$ cat config.mk
export PLATFORM = sky130hd
export DESIGN_NAME = hazard_controller_flat
export DESIGN_NICKNAME = d
export VERILOG_FILES = /design/src/rtl/hazard_controller_pkg.sv /design/src/rtl/hazard_controller_if.sv /design/src/rtl/hazard_controller_sat_counter.sv /design/src/rtl/hazard_controller.sv /design/src/flat_wrapper.sv
export SDC_FILE = /design/constraint.sdc
export NUM_CORES = 1
export LEC_CHECK = 0
export CAP_MARGIN = 30
export CORE_AREA = 2 2 115 117
export CTS_BUF_LIST = sky130_fd_sc_hd__clkbuf_16
export DETAILED_ROUTE_END_ITERATION = 8
export DIE_AREA = 0 0 117 119
export GPL_ROUTABILITY_DRIVEN = 0
export PLACE_DENSITY_LB_ADDON = 0.3
export REMOVE_ABC_BUFFERS = 1
export SKIP_CTS_REPAIR_TIMING = 1
export SYNTH_ARGS = -nofsm -noshare
export SYNTH_HDL_FRONTEND = slang
export SYNTH_SLANG_ARGS = --single-unit
$ cat constraint.sdc
create_clock -name clk -period 4.75 [get_ports clk]
set_clock_uncertainty 0.2 [all_clocks]
set_input_delay 1.1875 -clock clk [delete_from_list [all_inputs] [get_ports clk]]
set_output_delay 1.1875 -clock clk [all_outputs]
set_load 0.02 [all_outputs]
$ cat src/rtl/hazard_controller_pkg.sv
// Shared pipeline types for hazard detection: bypass selectors, controller
// states, the execute/memory shadow slot record and the operand-match helpers.
package PipelineTypes;

    localparam int COUNT_WIDTH = 32;

    typedef logic [4:0] RegNum;

    typedef enum logic [1:0] {
        BYPASS_NONE = 2'd0,
        BYPASS_EXEC = 2'd1,
        BYPASS_MEM  = 2'd2
    } BypassCtrl;

    typedef enum logic [1:0] {
        RUN        = 2'd0,
        LOAD_STALL = 2'd1,
        FLUSH      = 2'd2
    } HazardState;

    // isLoad only matters in the execute slot; the memory slot keeps it clear.
    typedef struct packed {
        logic  valid;
        RegNum rd;
        logic  we;
        logic  isLoad;
    } PipeSlot;

    localparam PipeSlot SLOT_EMPTY = '0;

    // x0 is hard-wired, so it is never a forwarding source.
    function automatic logic slotMatches(PipeSlot slot, RegNum rs, logic rsUsed);
        return slot.valid && slot.we && (slot.rd == rs) && (rs != 5'd0) && rsUsed;
    endfunction

    function automatic BypassCtrl selectBypass(PipeSlot exSlot, PipeSlot memSlot,
                                               RegNum rs, logic rsUsed);
        if (slotMatches(exSlot, rs, rsUsed)) return BYPASS_EXEC;
        if (slotMatches(memSlot, rs, rsUsed)) return BYPASS_MEM;
        return BYPASS_NONE;
    endfunction

endpackage

$ cat src/rtl/hazard_controller_if.sv
// Decode-side view of the hazard controller: instruction fields in, bypass and
// pipeline control out, plus the event counters and their preload hook.
interface hazard_controller_if;
    import PipelineTypes::*;

    logic                   decValid;
    RegNum                  decRs1;
    RegNum                  decRs2;
    logic                   decRs1Used;
    logic                   decRs2Used;
    RegNum                  decRd;
    logic                   decRdWe;
    logic                   decIsLoad;
    logic                   branchPredictMiss;

    // Debug preload of the event counters, sampled on the state-update edge.
    logic                   stallCountLoad;
    logic                   flushCountLoad;
    logic [COUNT_WIDTH-1:0] countLoadValue;

    BypassCtrl              op1BypassCtrl;
    BypassCtrl              op2BypassCtrl;
    logic                   stallFetch;
    logic                   stallDecode;
    logic                   flushDecode;
    logic [COUNT_WIDTH-1:0] stallCount;
    logic [COUNT_WIDTH-1:0] flushCount;

    modport master (
        output decValid, decRs1, decRs2, decRs1Used, decRs2Used,
               decRd, decRdWe, decIsLoad, branchPredictMiss,
               stallCountLoad, flushCountLoad, countLoadValue,
        input  op1BypassCtrl, op2BypassCtrl, stallFetch, stallDecode,
               flushDecode, stallCount, flushCount
    );

    modport slave (
        input  decValid, decRs1, decRs2, decRs1Used, decRs2Used,
               decRd, decRdWe, decIsLoad, branchPredictMiss,
               stallCountLoad, flushCountLoad, countLoadValue,
        output op1BypassCtrl, op2BypassCtrl, stallFetch, stallDecode,
               flushDecode, stallCount, flushCount
    );

endinterface

$ cat src/rtl/hazard_controller_sat_counter.sv
// Saturating up-counter with a synchronous preload; updates on the falling
// clock edge to line up with the pipeline registers.
module sat_counter #(
    parameter int WIDTH = 32
) (
    input  logic             clk,
    input  logic             rst,
    input  logic             inc,
    input  logic             load,
    input  logic [WIDTH-1:0] loadValue,
    output logic [WIDTH-1:0] count
);

    // NOTE: sequential state uses non-blocking assignments so every register
    // samples pre-edge values regardless of process evaluation order.
    always_ff @(negedge clk or negedge rst) begin
        if (!rst) begin
            count <= '0;
        end else if (load) begin
            count <= loadValue;
        end else if (inc && (count != '1)) begin
            count <= count + WIDTH'(1);
        end
    end

endmodule

$ cat src/rtl/hazard_controller.sv
// Decode-stage hazard controller: operand forwarding select, load-use stall,
// mispredict flush sequencing and stall/flush event counting.
module hazard_controller
    import PipelineTypes::*;
(
    input  logic               clk,
    input  logic               rst,
    hazard_controller_if.slave hz
);

    HazardState state;
    HazardState nextState;
    PipeSlot    exSlot;
    PipeSlot    memSlot;
    PipeSlot    decSlot;
    PipeSlot    agedSlot;

    logic loadUse;
    logic issue;
    logic stallReq;
    logic flushReq;
    logic stallEntry;
    logic flushEntry;
    logic bypassEnable;

    assign decSlot  = '{valid: 1'b1, rd: hz.decRd, we: hz.decRdWe, isLoad: hz.decIsLoad};
    assign agedSlot = '{valid: exSlot.valid, rd: exSlot.rd, we: exSlot.we, isLoad: 1'b0};

    // A load in execute has no data until memory, so a dependent decode must wait.
    assign loadUse = hz.decValid && exSlot.isLoad &&
                     (slotMatches(exSlot, hz.decRs1, hz.decRs1Used) ||
                      slotMatches(exSlot, hz.decRs2, hz.decRs2Used));

    // NOTE: every always_comb output gets a default first so no path infers a latch.
    always_comb begin
        nextState = state;
        stallReq  = 1'b0;
        flushReq  = 1'b0;
        issue     = 1'b0;
        unique case (state)
            RUN: begin
                if (hz.branchPredictMiss) begin
                    flushReq  = 1'b1;
                    nextState = FLUSH;
                end else if (loadUse) begin
                    stallReq  = 1'b1;
                    nextState = LOAD_STALL;
                end else begin
                    issue = hz.decValid;
                end
            end
            LOAD_STALL: begin
                if (hz.branchPredictMiss) begin
                    flushReq  = 1'b1;
                    nextState = FLUSH;
                end else begin
                    issue     = hz.decValid;
                    nextState = RUN;
                end
            end
            FLUSH: begin
                flushReq  = 1'b1;
                nextState = RUN;
            end
            default: nextState = RUN;
        endcase
    end

    assign stallEntry = (state == RUN) && (nextState == LOAD_STALL);
    assign flushEntry = (state != FLUSH) && (nextState == FLUSH);

    // Outputs are qualified by rst so they read idle while reset is held,
    // independent of whatever the decode stage is presenting.
    assign hz.stallFetch  = rst && stallReq;
    assign hz.stallDecode = rst && stallReq;
    assign hz.flushDecode = rst && flushReq;

    assign bypassEnable = rst && hz.decValid && (state != FLUSH);

    always_comb begin
        hz.op1BypassCtrl = BYPASS_NONE;
        hz.op2BypassCtrl = BYPASS_NONE;
        if (bypassEnable) begin
            hz.op1BypassCtrl = selectBypass(exSlot, memSlot, hz.decRs1, hz.decRs1Used);
            hz.op2BypassCtrl = selectBypass(exSlot, memSlot, hz.decRs2, hz.decRs2Used);
        end
    end

    // NOTE: the slots are a handful of flops, not a memory, so they take the
    // async reset directly; a reset mid-sequence leaves no stale forwarding source.
    always_ff @(negedge clk or negedge rst) begin
        if (!rst) begin
            state   <= RUN;
            exSlot  <= SLOT_EMPTY;
            memSlot <= SLOT_EMPTY;
        end else begin
            state <= nextState;
            if (state == FLUSH) begin
                exSlot  <= SLOT_EMPTY;
                memSlot <= SLOT_EMPTY;
            end else begin
                exSlot  <= issue ? decSlot : SLOT_EMPTY;
                memSlot <= agedSlot;
            end
        end
    end

    sat_counter #(
        .WIDTH(COUNT_WIDTH)
    ) stallCounter (
        .clk       (clk),
        .rst       (rst),
        .inc       (stallEntry),
        .load      (hz.stallCountLoad),
        .loadValue (hz.countLoadValue),
        .count     (hz.stallCount)
    );

    sat_counter #(
        .WIDTH(COUNT_WIDTH)
    ) flushCounter (
        .clk       (clk),
        .rst       (rst),
        .inc       (flushEntry),
        .load      (hz.flushCountLoad),
        .loadValue (hz.countLoadValue),
        .count     (hz.flushCount)
    );

endmodule

$ cat src/flat_wrapper.sv
// flat-port wrapper written by rule: the top's interface ports become plain ports
module hazard_controller_flat import PipelineTypes::*;
  (clk, rst, hz_decValid, hz_decRs1, hz_decRs2, hz_decRs1Used, hz_decRs2Used, hz_decRd, hz_decRdWe, hz_decIsLoad, hz_branchPredictMiss, hz_stallCountLoad, hz_flushCountLoad, hz_countLoadValue, hz_op1BypassCtrl, hz_op2BypassCtrl, hz_stallFetch, hz_stallDecode, hz_flushDecode, hz_stallCount, hz_flushCount);
  hazard_controller_if hz_i ();
  input  logic clk;
  input  logic rst;
  input wire logic [$bits(hz_i.decValid)-1:0] hz_decValid;
  input wire logic [$bits(hz_i.decRs1)-1:0] hz_decRs1;
  input wire logic [$bits(hz_i.decRs2)-1:0] hz_decRs2;
  input wire logic [$bits(hz_i.decRs1Used)-1:0] hz_decRs1Used;
  input wire logic [$bits(hz_i.decRs2Used)-1:0] hz_decRs2Used;
  input wire logic [$bits(hz_i.decRd)-1:0] hz_decRd;
  input wire logic [$bits(hz_i.decRdWe)-1:0] hz_decRdWe;
  input wire logic [$bits(hz_i.decIsLoad)-1:0] hz_decIsLoad;
  input wire logic [$bits(hz_i.branchPredictMiss)-1:0] hz_branchPredictMiss;
  input wire logic [$bits(hz_i.stallCountLoad)-1:0] hz_stallCountLoad;
  input wire logic [$bits(hz_i.flushCountLoad)-1:0] hz_flushCountLoad;
  input wire logic [$bits(hz_i.countLoadValue)-1:0] hz_countLoadValue;
  output wire logic [$bits(hz_i.op1BypassCtrl)-1:0] hz_op1BypassCtrl;
  output wire logic [$bits(hz_i.op2BypassCtrl)-1:0] hz_op2BypassCtrl;
  output wire logic [$bits(hz_i.stallFetch)-1:0] hz_stallFetch;
  output wire logic [$bits(hz_i.stallDecode)-1:0] hz_stallDecode;
  output wire logic [$bits(hz_i.flushDecode)-1:0] hz_flushDecode;
  output wire logic [$bits(hz_i.stallCount)-1:0] hz_stallCount;
  output wire logic [$bits(hz_i.flushCount)-1:0] hz_flushCount;
  assign hz_i.decValid = hz_decValid;
  assign hz_i.decRs1 = hz_decRs1;
  assign hz_i.decRs2 = hz_decRs2;
  assign hz_i.decRs1Used = hz_decRs1Used;
  assign hz_i.decRs2Used = hz_decRs2Used;
  assign hz_i.decRd = hz_decRd;
  assign hz_i.decRdWe = hz_decRdWe;
  assign hz_i.decIsLoad = hz_decIsLoad;
  assign hz_i.branchPredictMiss = hz_branchPredictMiss;
  assign hz_i.stallCountLoad = hz_stallCountLoad;
  assign hz_i.flushCountLoad = hz_flushCountLoad;
  assign hz_i.countLoadValue = hz_countLoadValue;
  assign hz_op1BypassCtrl = hz_i.op1BypassCtrl;
  assign hz_op2BypassCtrl = hz_i.op2BypassCtrl;
  assign hz_stallFetch = hz_i.stallFetch;
  assign hz_stallDecode = hz_i.stallDecode;
  assign hz_flushDecode = hz_i.flushDecode;
  assign hz_stallCount = hz_i.stallCount;
  assign hz_flushCount = hz_i.flushCount;
  hazard_controller u_core (.clk(clk), .rst(rst), .hz(hz_i));
endmodule
Fig. 1: run 1, PDN straps and rails
Bar = 20 µm. Pins as bars on the die edge.
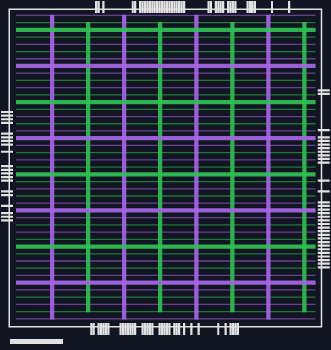
Key: purple = VSS; green = VDD
8 straps on met5. 8 straps on met4.
CORE AREA: 12870 µm²
worst vdd ir: 0.1792 mV
die height: 119 µm

Fig. 2: run 1, clock network drawn from the DEF
Bar = 20 µm.
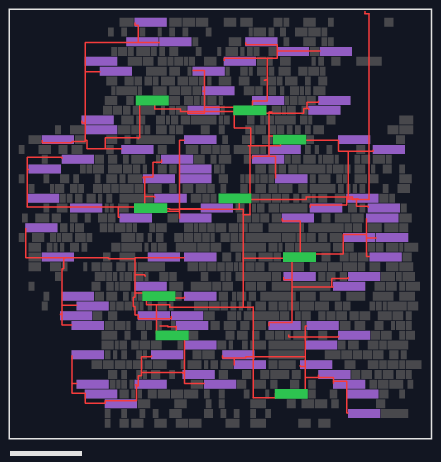
Key: green = clock-net drivers [count 9]; purple = flip-flops [count 81]; red = clock wires [length 1170 µm]
There are 10 routed clock nets.
Clk pwr share: 0.354
Clock Latency Late Sink: 350 ps
Clk power: 0.748 mW

Fig. 3: run 1, signal wires by layer
Bar = 20 µm.
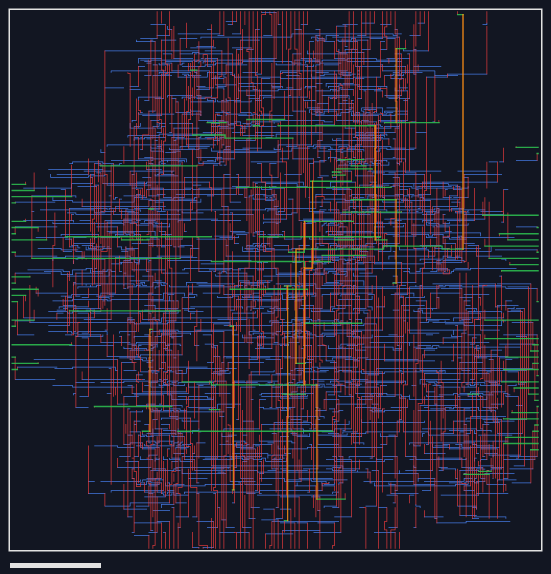
Key: red = M2 [wire length 8960 µm]; orange = M4 [wire length 327 µm]; blue = M1 [wire length 7370 µm]; green = M3 [wire length 782 µm]
wire per inst: 17.79 µm
via count: 5237
GRT Util Overall: 0.2310
drt total wl: 17440 µm

==> Slide: Implementation Results, run 1 <==
Flow Results at a Glance

Detailed routing
  • TritonRoute pass-1 iters: 5
  • Iteration-0 DRC Markers: between 300 and 400
  • Met2 WL: 8957 µm
  • Vias/cell: 5.344

Synthesis
  • Area leader share: 0.4091
  • Ys async rst share: 1.000
  • Main logic family after synthesis: simple AND/OR/NAND/NOR gates
  • Cell with the most instances after synthesis: dfrtn_1
  • Mux share: 0.03434
  • Number of enable flip-flop cells: 0
  • Main flop type: dfrtn_1
  • Top cells by count: 81 x dfrtn_1, 63 x nand2_1, 40 x nand3_1
  • Post-synth seq share: 0.4091
  • Yosys reg bits: just over 80
  • Yosys xor share: 0.1008
  • Fa+ha+maj area frac: 0.005051
  • Post-synthesis instance area: approximately 5000 µm²
  • Mean post-synth cell area: a little over 9 µm²

GRT
  • Top Usage Layer GRT: met2
  • First-pass GRT wire length: 25210 µm
  • Gr ovfl total: 0

Final timing
  • Min setup slack post-route: -1228 ps
  • Setup Viol. Count Final: 68
  • Max-slew violations: 0

Status
  • Status: finished, violations left
  • Violated checks: setup timing

Final layout
  • Commonest Layout Cell: buf_4
  • Share of cells above drive strength 1: 0.3856
  • Non-Filler Instances: just under 1k
  • Filler cells: about 1.0k
  • Synthesis-to-layout area growth: 61.41%
  • Commonest non-fill, non-tap cells in the layout: 134 x buf_4, 81 x dfrtn_1, 63 x nand2_1, 52 x clkbuf_2, 44 x clkdlybuf4s50_1

Setup path
  • Critical path class: reg2out

Power and ir drop
  • LEAKAGE: ~3.4 nW

Floorplan
  • Chip area: 13920 µm²

Placed design
  • DP Area: approximately 7300 µm²
  • Worst slack at placement: -1649 ps
  • HPWL Detailed: approximately 12000 µm

Min path
  • Worst hold path class: reg2reg
  • Hold depth: 1

Clock network
  • CTS Buffer Depth: 2
  • Max H-tree Level: 3
  • Worst-path clk slew: around 50 ps
-- run 1: area by class of cell --
cell class | count | area (µm²) | share of cell area
multi-input combinational | 428 | 3239 | 0.4050
clock buffer | 9 | 225.2 | 0.02816
timing repair buffer | 273 | 2177 | 0.2722
clock inverter | 7 | 86.33 | 0.01079
tap | 176 | 220.2 | 0.02753
inverter | 6 | 22.52 | 0.002816
sequential | 81 | 2027 | 0.2534
-- run 1: cells by family after synthesis --
logic type,after synthesis
muxes,16
xor gates and xnor gates,57
AOI/OAI and AO/OA,89
adders and majority gates,2
buffers and inverters,35
DFF,81
and+or+nand+nor,264
-- run 1: sequential cells by signal (all words and copies together) (netlist names) --
| register | cells |
|---|---|
| u_core.agedSlot | 7 |
| u_core.exSlot | 1 |
| u_core.flushCounter.count | 32 |
| u_core.memSlot | 7 |
| u_core.stallCounter.count | 32 |
| u_core.state | 2 |
-- run 1: where the power goes --
part / switching, mW / internal (mW) / total, mW
logic: 0.299 / 0.264 / 0.563
clock network: 0.292 / 0.456 / 0.748
registers: 0.0429 / 0.757 / 0.800
total: 0.634 / 1.48 / 2.11
-- run 1: worst max-delay path by stage --
stage	depth (start not counted)	startpoint	slack, ps	end
4_1_cts	8	u_core.agedSlot[2]	-1890	hz_stallFetch
6_report	8	u_core.agedSlot[4]	-1230	hz_stallFetch
5_1_grt	8	u_core.agedSlot[3]	-1310	hz_stallDecode
3_3_place_gp	10	hz_decRs2[0]	-1600	u_core.stallCounter.count[13]
2_1_floorplan	6	u_core.agedSlot[3]	-1140	hz_stallDecode
3_5_place_dp	8	hz_decRs2[0]	-1650	u_core.stallCounter.count[0]
-- run 1: critical path, cell delays in order (launching register included) --
cell and delay, ps:
dfrtn_1 480, xnor2_1 140, nand3_1 100, or3_4 410, buf_6 150, a21o_1 190, inv_2 130, and2_4 170
buf_6 110
==> run 1 -> run 2 <==
--- a/config.mk
+++ b/config.mk
@@ -11,6 +11,7 @@
 export DETAILED_ROUTE_END_ITERATION = 8
 export DIE_AREA = 0 0 117 119
 export GPL_ROUTABILITY_DRIVEN = 0
+export MAX_ROUTING_LAYER = met4
 export PLACE_DENSITY_LB_ADDON = 0.3
 export REMOVE_ABC_BUFFERS = 1
 export SKIP_CTS_REPAIR_TIMING = 1
==> Slide: Implementation Results, run 2 <==
Flow Results at a Glance

Detailed routing
  • Iteration-0 DRC Markers: 308 (-4.9%)
  • TritonRoute pass-1 iters: 5 (unchanged)
  • Wire per inst: 17.66 µm (-0.77%)
  • Via count: 5273 (+0.69%)
  • Vias/cell: 5.359 (+0.28%)
  • Drt total wl: 17370 µm (-0.37%)

Power and ir drop
  • Worst vdd ir: 0.1783 mV (-0.48%)
  • LEAKAGE: 3.402 nW (+0.29%)

Final timing
  • Min setup slack post-route: -1224 ps (+4.250 ps)
  • Setup Viol. Count Final: 62 (-8.8%)

Placed design
  • DP Area: 7326 µm² (unchanged)

Synthesis
  • Ys async rst share: 1.000 (unchanged)
  • Yosys reg bits: 81 (unchanged)
  • Number of enable flip-flop cells: 0 (unchanged)
  • Cell with the most instances after synthesis: dfrtn_1
  • Post-synthesis instance area: 4955 µm² (unchanged)
  • Area leader share: 0.4091 (unchanged)
  • Top cells by count: 81 x dfrtn_1, 63 x nand2_1, 40 x nand3_1
  • Mean post-synth cell area: 9.108 µm² (unchanged)
  • Post-synth seq share: 0.4091 (unchanged)

GRT
  • GRT Util Overall: 0.2376 (+0.006649)
  • Gr ovfl total: 0 (unchanged)

Floorplan
  • CORE AREA: 12870 µm² (unchanged)
  • Die height: 119 µm (unchanged)

Clock network
  • Clock Latency Late Sink: 350 ps (about the same)
  • Max H-tree Level: 3 (unchanged)
  • CTS Buffer Depth: 2 (unchanged)
  • Worst-path clk slew: 50 ps (about the same)

Min path
  • Worst hold path class: reg2reg

Status
  • Violated checks: setup timing
  • Status: finished, violations left

Final layout
  • Regs by FF count: u_core.flushCounter.count: 32 flops, u_core.stallCounter.count: 32 flops
  • Share of cells above drive strength 1: 0.3998 (+0.01418)
  • Commonest Layout Cell: buf_4
-- run 2: cell counts after synthesis --
Identical to the previous run, type by type.
-- run 2: worst min-delay path by stage --
stage,startpoint,end,slack (ps),cells after the start
2_1_floorplan,u_core.agedSlot[1],u_core.memSlot[1],240,1
3_3_place_gp,u_core.agedSlot[1],u_core.memSlot[1],270,1
3_5_place_dp,u_core.agedSlot[1],u_core.memSlot[1],280,1
4_1_cts,u_core.agedSlot[1],u_core.memSlot[1],280,1
5_1_grt,u_core.agedSlot[7],u_core.memSlot[7],290,1
6_report,u_core.agedSlot[1],u_core.memSlot[1],280,1
-- run 2: area by class of cell --
type                            count  area, µm²
Timing Repair Buffer              277       2183
Multi-Input combinational cell    428       3241
Clock inverter                      7      86.33
Sequential cell                    81       2027
Fill cell                        1036       4870
Inverter                            6      22.52
Clock buffer                        9      225.2
Tap cell                          176      220.2
-- run 2: kinds of logic after synthesis --
logic type / Yosys count / share of synthesized area
xor gates and xnor gates: 57 / 0.1008
and+or+nand+nor: 264 / 0.2917
AOI/OAI and AO/OA: 89 / 0.1301
adders and majority gates: 2 / 0.005050
muxes: 16 / 0.03434
buffers and inverters: 35 / 0.02904
DFF: 81 / 0.4091
-- run 2: metal layers --
metal  wire length [µm]  track usage  vias up
met3                813      0.03053       34
li1                   -            -     2518
met2               8949       0.3797      160
met5                  0            -        -
met4                376      0.08676        0
met1               7235       0.3090     2561
-- run 2: critical path, stage by stage, from the launching register on --
cell,delay [ps]
dfrtn_1,470
xnor2_2,130
nand4_1,130
or3_4,380
buf_6,150
a21o_1,190
inv_2,130
and2_4,170
buf_6,110
-- run 2: power by group --
group	switching [mW]	internal (mW)
registers	0.0420	0.757
logic	0.300	0.261
clock network	0.289	0.456
total	0.631	1.47
Fig. 4: run 2, clock network drawn from the DEF
Bar = 20 µm.
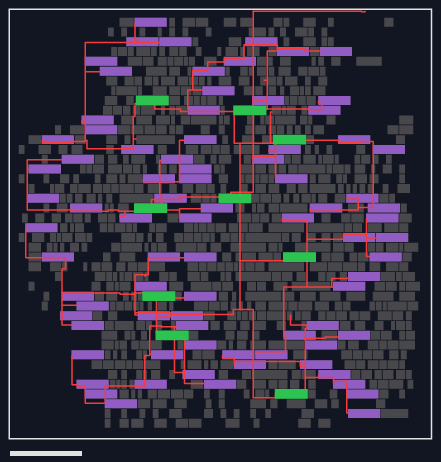
Key: purple = flip-flops [count 81]; green = clock-net drivers [count 9]; red = clock wires [length 1170 µm]
There are 10 routed clock nets. Position of the flops: all over the die.

Power is estimated from default activity; no workload was simulated.
